==> config.mk <==
export PLATFORM = sky130hd
export DESIGN_NAME = regalu_phase_ctrl_flat
export DESIGN_NICKNAME = d
export VERILOG_FILES = /design/src/rtl/regalu_phase_ctrl_if.sv /design/src/rtl/regalu_phase_ctrl.sv /design/src/flat_wrapper.sv
export SDC_FILE = /design/constraint.sdc
export NUM_CORES = 1
export LEC_CHECK = 0
export CAP_MARGIN = 20
export CORE_MARGIN = 2
export CORE_UTILIZATION = 44
export DETAILED_ROUTE_END_ITERATION = 10
export PLACE_DENSITY = 0.82
export SETUP_SLACK_MARGIN = 0.5
export SYNTH_ARGS = -nofsm -noshare
export SYNTH_HDL_FRONTEND = slang
export SYNTH_SLANG_ARGS = --single-unit
==> constraint.sdc <==
create_clock -name clk -period 3.1 [get_ports clk]
set_clock_uncertainty 0.1 [all_clocks]
set_input_delay 0.62 -clock clk [delete_from_list [all_inputs] [get_ports clk]]
set_output_delay 0.62 -clock clk [all_outputs]
set_load 0.05 [all_outputs]
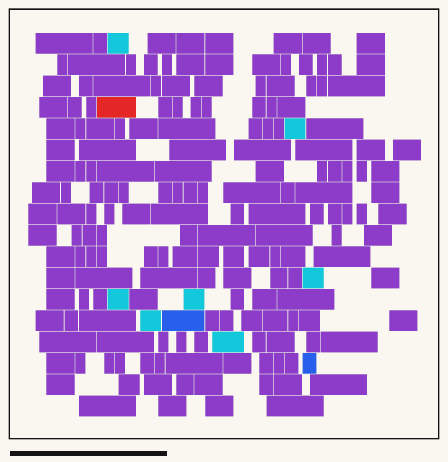
Fig. 1. Cell sizes after repair (run 1).
Bar = 20 µm.
Key: drive 2 = blue [cells 2, share 1.1%]; drive 3 to 4 = cyan [cells 7, share 3.8%]; drive 6 and up = red [cells 1, share 0.54%]; drive 1 or less = purple [cells 175, share 95%]
non-clock buffer total of the final layout: 49
Synth-to-Final Area Change: 49.3%
least setup slack across all paths after layout: 0.833 ns
final standard cell area without fillers: 1680 µm²

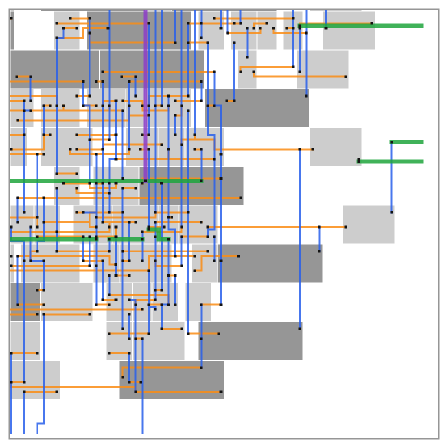
Fig. 2. Layout detail (run 1).
Window x 25 to 55, y 0 to 30 µm. Cells in grey, sequential cells in the stronger grey; small squares are vias.
Key: met3 = green; met1 = orange; met4 = purple; met2 = blue
Sequential cells in the window: 8. Most frequent: clkdlybuf4s50_1 (8), dfxtp_1 (8), a21oi_1 (6). 49 logic cells have their middle in the window.

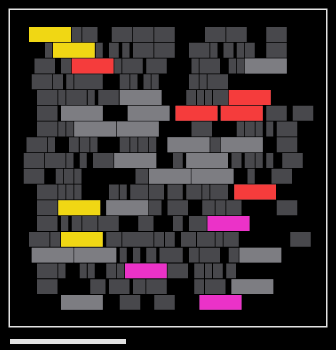
Fig. 3. Sequential cells coloured by netlist name (run 1).
Bar = 20 µm. Other sequential cells in the stronger grey, the rest of the logic in the fainter grey.
Key: u_core.bus.ALU_OP = yellow [placed flops 4]; u_core.strobe_q = magenta [placed flops 3]; u_core.bus.R_Addr_B = red [placed flops 5]
Power Sequential: 0.453 mW
fraction of area in registers: 35.8%
Register Area: 601 µm²

==> out/writeup.txt, run 1 <==
The number of clock buffers added by TritonCTS is 5. The run gives 2.27 ns for the final period demand of the worst path. The root buffer selected by CTS is sky130_fd_sc_hd__clkbuf_4. Summing the areas of all fa, ha and maj instances in the mapped netlist gives 0% of the synthesized area. The slowest stage of the critical path is the sky130_fd_sc_hd__clkdlybuf4s50_1 cell.

Looking at the worst setup and hold paths, the clock pins of their registers show a slew of 0.09 ns. For the remaining routing DRC violations, the log shows 0. The worst pin sits at a relative slew slack of 49.9%. In this run, post-CTS repair resized a total of 0 instances. Traced cell by cell, the critical path runs through clkdlybuf4s50_1.

The hold buffer count at cts was 0. Global routing consumed, over all layers together, 20.1% of the routing resources. The run finished with clean final reports. The family of cells with the greatest summed delay on the critical path is buffers and inverters.

The clock network power share is 23.9%. Yosys printed 0 warnings. As reported, the later end of the worst-skew pair has a clock insertion delay of 0.33 ns. Static timing analysis puts the maximum clock frequency at 441 MHz. After synthesis, flip-flops and latches occupy 53.4% of the total area. 0 antenna diodes ended up in the layout. The power report lists the clock group at 0.238 mW.

The run gives 0 for the total congestion overflow after global routing. The HPWL reported at the end of detailed placement is 1.97 mm, and the switching power is 0.349 mW. The capturing element type of the critical path is a primary output.

The worst setup slack for register-to-register paths is 1.28 ns, and the area of the die is 2980 µm². Number of iterations in the first detailed-routing pass: 4. After synthesis the cells add up to 1120 µm². Post-synthesis share of cell area spent on xor and xnor gates: 0%.

The power dissipated in combinational cells is 0.305 mW. The initial antenna violation count is 0. The most used flip-flop cell after synthesis is sky130_fd_sc_hd__dfxtp_1.
-- run 1: area by class of cell --
class,instances,area (µm²)
multi-input cells,97,489
fillers,199,776
flip-flops and latches,30,601
inverters,1,3.75
repair buffers,49,488
clock inverters,1,5.00
clock buffers,7,55.1
well taps,30,37.5
-- run 1: routing by layer --
metal	wire length, µm	GRT usage [%]
met4	69	13.8
met1	1150	22.6
met5	0	0
met2	1350	32.7
met3	158	5.74
-- run 1: cell usage after synthesis, drive strengths merged, types with 2 or more instances --
library cell / n
buf: 3
clkbuf: 6
a21oi: 25
nor3: 2
nand2: 42
nand3b: 2
nor2: 4
or4b: 2
nor2b: 3
dfxtp: 30
o21ai: 6
Fig. 4: run 1, clock network drawn from the DEF
Bar = 20 µm.
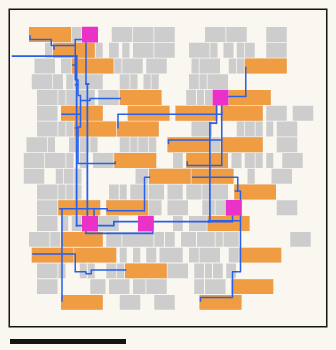

==> run 1 -> run 2 <==
CORE_UTILIZATION = 37   (was 44)
PLACE_DENSITY = 0.74   (was 0.82)
clock period = 2 ns   (was 3.1 ns; I/O delays follow)
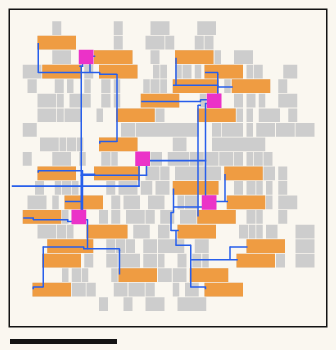
Fig. 5. Clock network drawn from the DEF (run 2).
Bar = 20 µm.
Key: flip-flops = orange [count 30]; clock wires = blue [length 327 µm]; cells driving clock nets = magenta [count 5]
Position of the flops: widely spread.
clk_lat worst skew: 0.32 ns
clk pwr: 0.326 mW
power share of the clock group: 20.6%

==> run 2 against run 1 <==
Die area rose by 17%. Sequential power rose by 53%. Setup slack got worse by 0.38 ns. Synthesized cell count did not move. Critical endpoint is now u_core.bus.R_Addr_A[4]. Routed wire length rose by 13%. Area after synthesis did not move. First-iteration DRC count rose by 82%. Via count rose by 6.8%. Critical path type is now register to register. Combinational power rose by 86%. Power rose by 59%. Flip-flop count did not move. Register-to-register slack got worse by 0.83 ns.
==> out/writeup.txt, run 2 <==
In this build the clock could be raised as far as 645 MHz. The run gives 53.4% (unchanged) as the sequential element share of the synthesized area. With the number of non-clock buffers in the layout at 62 (+27%), the number of diodes added for antenna fixing is 0 (unchanged). The run gives 0 (unchanged) as the hold buffer count at cts.

The tools report the initial antenna violation count as 0 (unchanged). The number of multi-input combinational cells in the layout was 97 (unchanged); the growth of design area from synthesis to finish was 57.2%. The worst setup path is captured at a register.

Proportion of cell area occupied by multi-input gates: 30.4% (+1.3 points). The most area-hungry cell class in the final design was sequential cells. The post-cts resize count came out at 137 (+137). Overall fraction of global-route tracks in use: 19.4% (-0.76 points).

The number of clock buffers in the layout is 6 (-1). The run gives 617 µm² (+2.7%) as the area taken by flip-flops and latches. The logs give 0.45 ns (-0.83 ns) for the worst setup slack for register-to-register paths and 33 (+10%) for the number of well taps. Worst-case setup margin in the final layout: 0.449 ns (-0.384 ns).

With the number of warnings issued by yosys at 0 (unchanged), the HPWL reported at the end of detailed placement is 2.02 mm (+2.3%). Traced cell by cell, the critical path runs through or4b_4, buf_4, buf_8, nand2_1, a21oi_1. The area used by multi-input combinational logic came out at 538 µm² (+10%). With the number of ordinary inverters in the final layout at 1 (unchanged), the sequential cell count is 30 (unchanged).

The worst slew margin relative to its limit came out at 71.7% (+22 points). For reference, the top cells by count after synthesis are 42 x sky130_fd_sc_hd__nand2_1, 30 x sky130_fd_sc_hd__dfxtp_1, 25 x sky130_fd_sc_hd__a21oi_1. The most used standard cell by instance count after synthesis is sky130_fd_sc_hd__nand2_1. The logs give 1770 µm² (+5.3%) for the cell area after layout and 3500 µm² (+17%) for the area of the die. The flow ran to the end, and the final reports show no timing, DRC or antenna violations. Sequential portion of the cell area: 34.9% (-0.88 points).
-- run 2: metal layers --
layer,up-vias,GRT usage (%),share of wire [%]
li1,589,-,-
met1,525,21.6,41
met2,51,31.9,48
met3,11,5.46,7.3
met4,0,13.0,3.5
met5,-,0,0
-- run 2: where the power goes --
| part | internal, mW | total [mW] | switching, mW | leakage, nW |
|---|---|---|---|---|
| Combinational | 0.228 | 0.568 | 0.341 | 0.493 |
| Clock | 0.132 | 0.326 | 0.194 | 0.0297 |
| Sequential | 0.655 | 0.691 | 0.0359 | 0.249 |
| Total | 1.01 | 1.58 | 0.571 | 0.772 |
-- run 2: worst reg2reg max path: cells and delay by family (launching register included) --
family / cells / cell delay (ns)
buffers and inverters: 2 / 0.28
AOI/OAI and AO/OA: 1 / 0.08
DFF: 1 / 0.36
and+or+nand+nor: 2 / 0.60
Power figures rest on the tool's default switching activity, not on a simulated workload.
